[config.mk]
export PLATFORM = sky130hd
export DESIGN_NAME = b_uart_flat
export DESIGN_NICKNAME = d
export VERILOG_FILES = /design/src/rtl/b_uart_if.sv /design/src/rtl/b_uart.sv /design/src/flat_wrapper.sv
export SDC_FILE = /design/constraint.sdc
export NUM_CORES = 1
export LEC_CHECK = 0
export CAP_MARGIN = 40
export CORE_ASPECT_RATIO = 0.7
export CORE_MARGIN = 4
export CORE_UTILIZATION = 40
export DETAILED_ROUTE_END_ITERATION = 6
export HOLD_SLACK_MARGIN = 0.05
export PLACE_DENSITY_LB_ADDON = 0.1
export SLEW_MARGIN = 5
export SYNTH_ARGS = -nofsm -noshare
export SYNTH_HDL_FRONTEND = slang
export SYNTH_SLANG_ARGS = --single-unit
[constraint.sdc]
create_clock -name clk -period 3.8 [get_ports clk]
set_clock_uncertainty 0.05 [all_clocks]
set_input_delay 0.38 -clock clk [delete_from_list [all_inputs] [get_ports clk]]
set_output_delay 0.38 -clock clk [all_outputs]
set_load 0.03 [all_outputs]
[src/rtl/b_uart_if.sv]
// CPU-side strobe/data bundle of b_uart: the transmit write strobe and the receive read strobe with their data and status.
interface b_uart_if;
  logic       wr;
  logic [7:0] tx_data;
  logic       busy;
  logic       rd;
  logic       valid;
  logic [7:0] rx_data;

  modport master (output wr, output tx_data, input busy,
                  output rd, input valid, input rx_data);
  modport slave  (input wr, input tx_data, output busy,
                  input rd, output valid, output rx_data);
endinterface

[src/rtl/b_uart.sv]
// 8N1 UART with a runtime baud rate set by fractional accumulators against CLKFREQ; full-duplex TX/RX.
// Optional macro BUART_FRAMING_CHECK_EN: drop received bytes whose stop-bit sample is 0.
module b_uart #(
  parameter int unsigned CLKFREQ = 1000000
) (
  input  logic        clk,
  input  logic        resetq,
  input  logic [31:0] baud,
  input  logic        rx,
  output logic        tx,
  b_uart_if.slave     cpu
);

  typedef enum logic {TX_IDLE, TX_SHIFT} tx_state_t;
  typedef enum logic [1:0] {RX_IDLE, RX_START, RX_DATA, RX_STOP} rx_state_t;

  // Returns {tick, next accumulator}; wraps by CLKFREQ so the long-run rate is exact.
  function automatic logic [32:0] acc_step(input logic [31:0] acc, input logic [32:0] inc);
    logic [33:0] s;
    s = {2'b00, acc} + {1'b0, inc};
    if (s >= 34'(CLKFREQ)) acc_step = {1'b1, 32'(s - 34'(CLKFREQ))};
    else                   acc_step = {1'b0, 32'(s)};
  endfunction

  tx_state_t   tx_state_q;
  logic [31:0] tx_acc_q;
  logic [8:0]  tx_shreg_q;
  logic [3:0]  tx_cnt_q;
  logic        tx_q;
  logic        busy_q;
  logic [32:0] tx_step_d;

  rx_state_t   rx_state_q;
  logic [31:0] rx_acc_q;
  logic        rx_s1_q, rx_s2_q, rx_prev_q;
  logic        rx_phase_q;
  logic [2:0]  rx_cnt_q;
  logic [7:0]  rx_shreg_q;
  logic [7:0]  rx_data_q;
  logic        valid_q;
  logic [32:0] rx_step_d;
  logic        rx_fall_d;

  assign tx_step_d = acc_step(tx_acc_q, {1'b0, baud});
  assign rx_step_d = acc_step(rx_acc_q, {baud, 1'b0});
  assign rx_fall_d = rx_prev_q & ~rx_s2_q;

  assign tx          = tx_q;
  assign cpu.busy    = busy_q;
  assign cpu.valid   = valid_q;
  assign cpu.rx_data = rx_data_q;

  always_ff @(posedge clk or negedge resetq) begin
    if (!resetq) begin
      tx_state_q <= TX_IDLE;
      tx_acc_q   <= '0;
      tx_shreg_q <= '1;
      tx_cnt_q   <= '0;
      tx_q       <= 1'b1;
      busy_q     <= 1'b0;
    end else begin
      tx_acc_q <= tx_step_d[31:0];
      case (tx_state_q)
        TX_IDLE: begin
          if (cpu.wr) begin
            tx_acc_q   <= '0;
            tx_shreg_q <= {1'b1, cpu.tx_data};
            tx_cnt_q   <= '0;
            tx_q       <= 1'b0;
            busy_q     <= 1'b1;
            tx_state_q <= TX_SHIFT;
          end
        end
        TX_SHIFT: begin
          if (tx_step_d[32]) begin
            // Tenth tick ends the stop bit; tx is already high from the ninth.
            if (tx_cnt_q == 4'd9) begin
              tx_state_q <= TX_IDLE;
              busy_q     <= 1'b0;
              tx_q       <= 1'b1;
            end else begin
              tx_q       <= tx_shreg_q[0];
              tx_shreg_q <= {1'b1, tx_shreg_q[8:1]};
              tx_cnt_q   <= tx_cnt_q + 4'd1;
            end
          end
        end
        default: tx_state_q <= TX_IDLE;
      endcase
    end
  end

  always_ff @(posedge clk or negedge resetq) begin
    if (!resetq) begin
      rx_state_q <= RX_IDLE;
      rx_acc_q   <= '0;
      rx_s1_q    <= 1'b1;
      rx_s2_q    <= 1'b1;
      rx_prev_q  <= 1'b1;
      rx_phase_q <= 1'b0;
      rx_cnt_q   <= '0;
      rx_shreg_q <= '0;
      rx_data_q  <= '0;
      valid_q    <= 1'b0;
    end else begin
      rx_s1_q   <= rx;
      rx_s2_q   <= rx_s1_q;
      rx_prev_q <= rx_s2_q;
      rx_acc_q  <= rx_step_d[31:0];
      // A delivery below overrides this clear when both land on the same edge.
      if (cpu.rd) valid_q <= 1'b0;
      case (rx_state_q)
        RX_IDLE: begin
          if (rx_fall_d) begin
            rx_acc_q   <= '0;
            rx_state_q <= RX_START;
          end
        end
        RX_START: begin
          if (rx_step_d[32]) begin
            if (rx_s2_q) rx_state_q <= RX_IDLE;
            else begin
              rx_state_q <= RX_DATA;
              rx_phase_q <= 1'b0;
              rx_cnt_q   <= '0;
            end
          end
        end
        RX_DATA: begin
          if (rx_step_d[32]) begin
            if (!rx_phase_q) rx_phase_q <= 1'b1;
            else begin
              rx_phase_q <= 1'b0;
              rx_shreg_q <= {rx_s2_q, rx_shreg_q[7:1]};
              rx_cnt_q   <= rx_cnt_q + 3'd1;
              if (rx_cnt_q == 3'd7) rx_state_q <= RX_STOP;
            end
          end
        end
        RX_STOP: begin
          if (rx_step_d[32]) begin
            if (!rx_phase_q) rx_phase_q <= 1'b1;
            else begin
              rx_phase_q <= 1'b0;
              rx_state_q <= RX_IDLE;
`ifdef BUART_FRAMING_CHECK_EN
              if (rx_s2_q) begin
                rx_data_q <= rx_shreg_q;
                valid_q   <= 1'b1;
              end
`else
              rx_data_q <= rx_shreg_q;
              valid_q   <= 1'b1;
`endif
            end
          end
        end
        default: rx_state_q <= RX_IDLE;
      endcase
    end
  end

endmodule

[src/flat_wrapper.sv]
// flat-port wrapper written by rule: the top's interface ports become plain ports
module b_uart_flat 
#(
  parameter int unsigned CLKFREQ = 1000000
)
  (clk, resetq, baud, rx, tx, cpu_wr, cpu_tx_data, cpu_busy, cpu_rd, cpu_valid, cpu_rx_data);
  b_uart_if cpu_i ();
  input  logic clk;
  input  logic resetq;
  input  logic [31:0] baud;
  input  logic rx;
  output logic tx;
  input wire logic [$bits(cpu_i.wr)-1:0] cpu_wr;
  input wire logic [$bits(cpu_i.tx_data)-1:0] cpu_tx_data;
  output wire logic [$bits(cpu_i.busy)-1:0] cpu_busy;
  input wire logic [$bits(cpu_i.rd)-1:0] cpu_rd;
  output wire logic [$bits(cpu_i.valid)-1:0] cpu_valid;
  output wire logic [$bits(cpu_i.rx_data)-1:0] cpu_rx_data;
  assign cpu_i.wr = cpu_wr;
  assign cpu_i.tx_data = cpu_tx_data;
  assign cpu_busy = cpu_i.busy;
  assign cpu_i.rd = cpu_rd;
  assign cpu_valid = cpu_i.valid;
  assign cpu_rx_data = cpu_i.rx_data;
  b_uart #(.CLKFREQ(CLKFREQ)) u_core (.clk(clk), .resetq(resetq), .baud(baud), .rx(rx), .tx(tx), .cpu(cpu_i));
endmodule
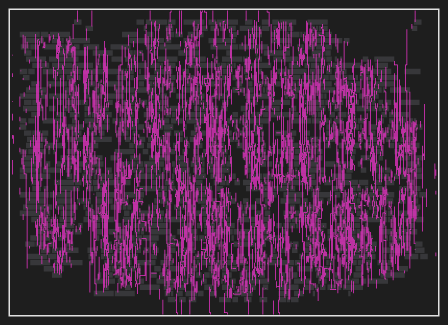
**Above:** run 1 (metal 2).
Cells faint in the background.
The layer holds 44% of the routed length. The wires run mostly vertical.
GR Util met2: 37.5%
final wirelength: 31.3 mm
vias post-DR: 9955

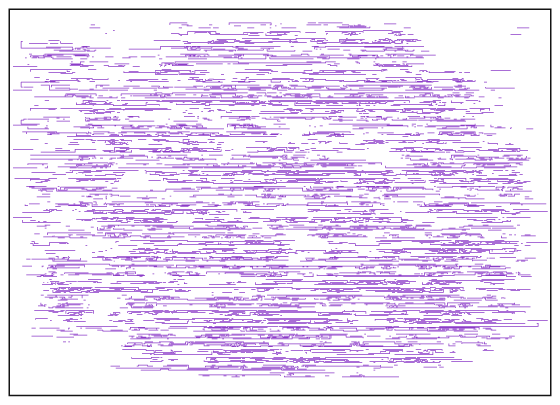
**Above:** run 1 (M1 wires).
The layer holds 51% of the routed length. The wires run mostly horizontal. The longest straight run is 57.0 um. The layer carries 15800 um of wire. 1551 nets have wire on it.
GR met1 Demand/Resource: 36.2%

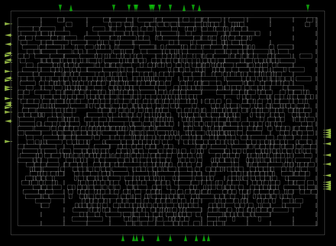
**Above:** run 1 (cell placement).
# rows: 46
Final Util: 61.8%
TAP cells: 312
non-filler cells, final: 1824
seq_cells: 104

==> flow_metrics.env, run 1 <==
# flow metrics
export IMPL_status="finished, violations left"
export IMPL_violations="negative setup slack"
export IMPL_coreArea_um2=22600
export IMPL_drv_slew=0
export IMPL_rsz0062_at_grt="true"
export IMPL_dp_cells=1777
export IMPL_endpoint="u_core.tx_cnt_q[3]"
export IMPL_warning_count=36
export IMPL_setup_viol=81
export IMPL_drive_gt1_share_pct=38.0
export IMPL_dp_hpwl_mm=24.2
export IMPL_ys_types=79
export IMPL_cp_num_buf_inv=2
export IMPL_r2r_end="u_core.tx_cnt_q[3]"
export IMPL_fin_crit_sh_pct=110
export IMPL_edf_count=0
export IMPL_grt_max_degree=47
export IMPL_die_h_um=135
export IMPL_end_kind="flop"
export IMPL_cts_hold_buf=1
export IMPL_avgSynthCellArea_um2=8.39
export IMPL_period_needed_ns=4.18
export IMPL_cts_path_max_buffers=2
export IMPL_ys_sh_aoi_pct=26.7
export IMPL_synthArstFlopShare_pct=100
export IMPL_peakVddDrop_v=0.000459
export IMPL_r2r_cells=15
export IMPL_worst_setup_path_start_kind="flop"
export IMPL_htree_levels=3
export IMPL_mux_share_pct=3.98
export IMPL_largestRegisters="u_core.tx_acc_q x32, u_core.rx_acc_q x31"
export IMPL_fin_ws_ns=-0.381
export IMPL_syn_to_final_growth_pct=52.2
export IMPL_adder_share_pct=10.8
run 1: area by class of cell:
cell class	count	share of cell area (%)
Timing Repair Buffer	448	25.9
Clock buffer	13	1.87
Inverter	32	0.862
Sequential cell	104	18.8
Multi-Input combinational cell	912	49.6
Tap cell	312	2.80
Clock inverter	3	0.180
run 1: where the power goes:
part / switching (mW) / leakage, nW / internal, mW
clock: 0.457 / 0.136 / 0.486
sequential: 0.352 / 1.24 / 1.72
combinational: 5.87 / 4.97 / 6.05
run 1: cells in the mapped netlist, types with 10 or more instances:
master | number | area [um2]
a21oi_1 | 105 | 526
nand2_1 | 95 | 357
dfrtp_1 | 92 | 2300
nor2_1 | 80 | 300
ha_1 | 76 | 951
o21ai_0 | 61 | 305
clkbuf_1 | 33 | 124
nand3_1 | 33 | 165
inv_1 | 32 | 120
a21o_1 | 29 | 218
xnor2_1 | 28 | 245
nor3_1 | 23 | 115
o21a_1 | 21 | 158
xor2_1 | 21 | 184
o31ai_1 | 20 | 150
a211oi_1 | 19 | 143
mux2_2 | 19 | 214
nand4_1 | 19 | 119
and2_1 | 18 | 113
a31oi_1 | 17 | 106
or3_1 | 17 | 106
mux2i_1 | 15 | 150
and3_1 | 14 | 87.6
o211ai_1 | 14 | 105
dfstp_2 | 12 | 315
or2_2 | 12 | 75.1
or4_1 | 10 | 75.1
run 1: per-layer routing:
layer	up-vias	wire, um
li1	4950	-
met5	-	0
met2	220	13600
met1	4753	15800
met3	32	1400
met4	0	459
run 1: kinds of logic after synthesis:
kind of cell	Yosys count
multiplexers	34
AND-OR/OR-AND	368
flip-flops	104
buffers and inverters	77
adder cells (fa/ha/maj)	78
AND/OR/NAND/NOR	381
XOR/XNOR	49
**Run 1: cell area per tile**

19 x 13 tiles, from white (low) to dark blue (high), 0 to 100% covered.
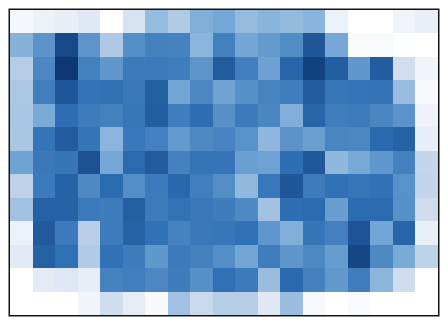

==> run 2, diff against run 1 <==
Settings changed: GPL_TIMING_DRIVEN set to 0.
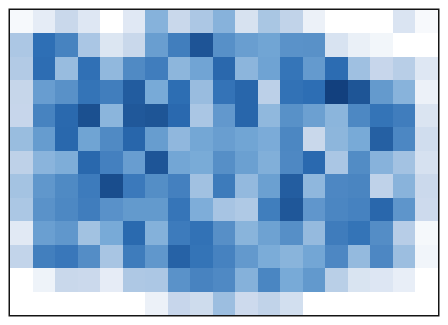
**Above:** run 2 (cell area per tile).
19 x 13 tiles, from white (low) to dark blue (high), 0 to 100% covered.
8.1% of the tiles are nearly empty. The mean over all tiles is 46%. The fullest tile reaches 93%. 11% of the tiles are over 75% full.
Final Util: 53.5%
fp util: 40.6%
Core Region: 22600 um2

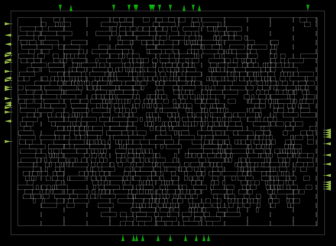
**Above:** run 2 (cell placement).
fraction of area in registers: 21.7%
fill cell count: 2114
non-filler cells, final: 1518

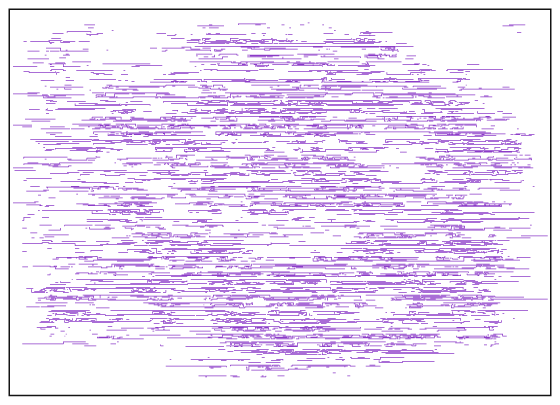
**Above:** run 2 (M1 wires).
The layer holds 49% of the routed length. The longest straight run is 76.4 um. The layer carries 14800 um of wire. The wires run mostly horizontal.
vias post-DR: 9115
final wirelength: 30.1 mm
GR met1 Demand/Resource: 35.3%

==> flow_metrics.env, run 2 <==
# flow metrics
export IMPL_status="finished, violations left"
export IMPL_violations="negative setup slack"
export IMPL_p_sw_mw=6.44
export IMPL_switching_share_pct=50.7
export IMPL_top_area_share_pct=25.2
export IMPL_die_h_um=135
export IMPL_worst_setup_path_start_kind="flop"
export IMPL_dp_cells=1460
export IMPL_dp_hpwl_mm=21.7
export IMPL_clkPwrFrac_pct=7.6
export IMPL_grtUsageMet2_pct=33.8
export IMPL_setup_viol=89
export IMPL_synth_area_top_cells="dfrtp_1 (25%), ha_1 (10%), a21oi_1 (5.7%)"
export IMPL_end_kind="flop"
export IMPL_cts_path_max_buffers=2
export IMPL_drive_gt1_share_pct=25.6
export IMPL_largest_area_cell="dfrtp_1"
export IMPL_grt_max_degree=58
export IMPL_combinationalPowerShare_pct=76.4
export IMPL_mux_share_pct=3.98
export IMPL_peakVddDrop_v=0.000393
export IMPL_cts_hold_buf=1
export IMPL_r2r_end="u_core.tx_acc_q[10]"
export IMPL_htree_levels=3
export IMPL_fin_crit_sh_pct=113
export IMPL_ys_types=79
export IMPL_fin_ws_ns=-0.477
export IMPL_largestRegisters="u_core.tx_acc_q x32, u_core.rx_acc_q x31"
export IMPL_period_needed_ns=4.28
export IMPL_placementRows=46
export IMPL_adder_share_pct=10.8
export IMPL_ys_sh_aoi_pct=26.7
export IMPL_synthArstFlopShare_pct=100
export IMPL_warning_count=36
## run 2: metal layers
metal,vias up,wire length (um)
li1,4333,-
met1,4426,14800
met2,330,12500
met3,26,2430
met4,0,358
met5,-,0
## run 2: power by group through the flow
stage,clock network [mW],registers (mW),logic (mW)
6_report,0.970,2.03,9.70
4_1_cts,0.999,2.01,8.78
5_1_grt,1.04,2.10,10.6
2_1_floorplan,0,2.02,5.92
3_5_place_dp,0,2.00,7.80
3_3_place_gp,0,2.00,7.76
## run 2: area by class of cell
class	count	area, um2	area share (%)
Buffer	31	228	1.89
Clock buffer	9	225	1.87
Clock inverter	7	70.1	0.581
Inverter	32	120	0.996
Multi-Input combinational cell	910	7350	60.9
Sequential cell	104	2620	21.7
Tap cell	312	390	3.24
Timing Repair Buffer	113	1060	8.83
## run 2: how the worst min path moves through the flow
stage | end | depth (start not counted)
2_1_floorplan | u_core.cpu.busy | 0
3_3_place_gp | u_core.rx_s2_q | 0
3_5_place_dp | u_core.tx_acc_q[30] | 1
4_1_cts | u_core.rx_s2_q | 0
5_1_grt | u_core.rx_s2_q | 0
6_report | u_core.rx_s2_q | 0
## run 2: metrics by stage
step                      power [mW]  utilization, %  setup WS, ns  hold WS (ns)  setup TNS [ns]
after floorplan                 7.94               -        -0.163        0.0344           -1.99
after global placement          9.76            45.4         -2.09         0.295         -329.15
after detailed placement        9.80            45.5         -1.40         0.298         -109.60
after CTS                       11.8            51.0        -0.378         0.310          -19.37
after global routing            13.7            53.5        -0.562         0.317          -37.08
final                           12.7            53.5        -0.477         0.308          -24.48
**Run 2: sequential cells coloured by netlist name**

Other sequential cells in the stronger grey, the rest of the logic in the fainter grey.
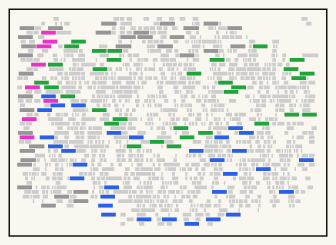

==> run 3, diff against run 2 <==
Settings changed: TNS_END_PERCENT set to 30.
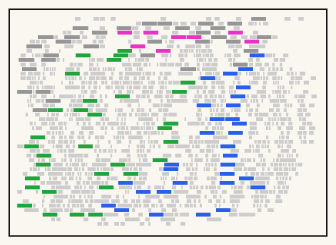
**Above:** run 3 (sequential cells coloured by netlist name).
Other sequential cells in the stronger grey, the rest of the logic in the fainter grey.
u_core.tx_acc_q: drawn in green, placed flops 32. u_core.rx_shreg_q: drawn in magenta, placed flops 8, where top centre. u_core.rx_acc_q: drawn in blue, placed flops 31.
Register Area: 2620 um2
fraction of area in registers: 22.1%
Final Util: 52.5%
seq pwr: 2.04 mW

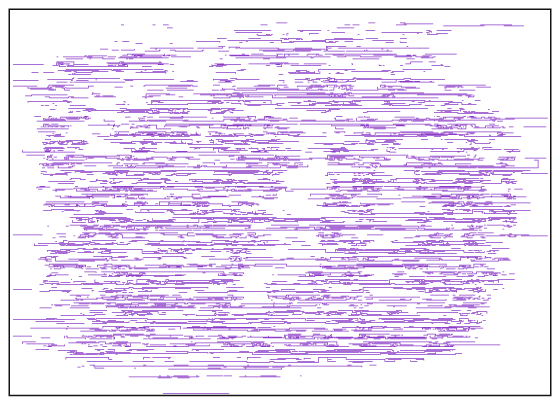
**Above:** run 3 (M1 wires).
The layer carries 15500 um of wire. The longest straight run is 93.8 um. 1263 nets have wire on it. The wires run mostly horizontal.
final wirelength: 30.2 mm
GR met1 Demand/Resource: 37.3%
vias post-DR: 9034

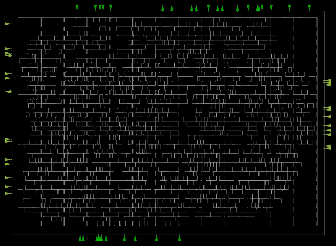
**Above:** run 3 (cell placement).
non-filler cells, final: 1514
fill cell count: 2140

==> flow_metrics.env, run 3 <==
# flow metrics
export IMPL_status="finished, violations left"
export IMPL_violations="negative setup slack"
export IMPL_switching_share_pct=50.3
export IMPL_top_area_share_pct=25.2
export IMPL_rsz0062_at_grt="true"
export IMPL_avgSynthCellArea_um2=8.39
export IMPL_clkPwrFrac_pct=7.6
export IMPL_peakVddDrop_v=0.000499
export IMPL_tns_ns=-13.71
export IMPL_placementRows=46
export IMPL_p_total_mw=12.6
export IMPL_dp_cells=1460
export IMPL_setup_viol=49
export IMPL_comb_cell_power_mw=9.55
export IMPL_drive_gt1_share_pct=24.5
export IMPL_top_cells_by_count="a21oi_1 (105), nand2_1 (95), dfrtp_1 (92)"
export IMPL_warning_count=36
export IMPL_mux_share_pct=3.98
export IMPL_fin_ws_ns=-0.407
export IMPL_adder_share_pct=10.8
export IMPL_final_comb_area_um2=7210
export IMPL_fin_crit_sh_pct=111
export IMPL_dp_hpwl_mm=22.2
export IMPL_htree_levels=3
export IMPL_initCoreUtil_pct=40.6
export IMPL_clock_power_mw=0.960
export IMPL_p_int_mw=6.25
export IMPL_coreArea_um2=22600
-- run 3: cell types whose count changed in the layout (fill, tap and decap cells not counted), moves of 5 or more --
cell	delta
buf_4	+6
buf_6	-5
clkdlybuf4s50_1	-8
dlygate4sd2_1	+6
-- run 3: cell type report --
class                   count  share of cell area [%]
repair buffers            109                    8.28
inverters                  32                    1.02
well taps                 312                    3.30
flip-flops and latches    104                    22.1
clock inverters             7                   0.613
plain buffers              31                    1.87
multi-input cells         910                    60.9
clock buffers               9                    1.90
-- run 3: worst paths after layout --
path / startpoint / to / slack, ns / cells past startpoint
max: u_core.tx_acc_q[0] / u_core.tx_acc_q[16] / -0.41 / 15
min: u_core.rx_s1_q / u_core.rx_s2_q / 0.31 / 0
max reg2reg: u_core.tx_acc_q[0] / u_core.tx_acc_q[16] / -0.41 / 15
min reg2reg: u_core.rx_s1_q / u_core.rx_s2_q / 0.31 / 0
max in group asynchronous: resetq / u_core.tx_shreg_q[5] / 2.59 / 3
min in group asynchronous: resetq / u_core.cpu.rx_data[0] / 0.38 / 2
-- run 3: metal layers --
| layer | share of wire, % | vias up | wire (um) | track usage (%) |
|---|---|---|---|---|
| met5 | 0.023 | - | 7 | 0 |
| met4 | 1.5 | 2 | 457 | 4.65 |
| met3 | 6.9 | 40 | 2090 | 3.85 |
| li1 | - | 4332 | - | - |
| met1 | 51 | 4354 | 15500 | 37.3 |
| met2 | 40 | 306 | 12200 | 33.1 |
-- run 3: stage by stage --
stage | worst slack (ns) | hold slack, ns | util, %
floorplan | -0.164 | 0.0344 | -
global placement | -2.04 | 0.297 | 45.2
detailed placement | -1.87 | 0.201 | 45.4
CTS | -0.362 | 0.313 | 51.3
global route | -0.513 | 0.316 | 52.5
finish | -0.407 | 0.311 | 52.5
Power figures rest on the tool's default switching activity, not on a simulated workload.
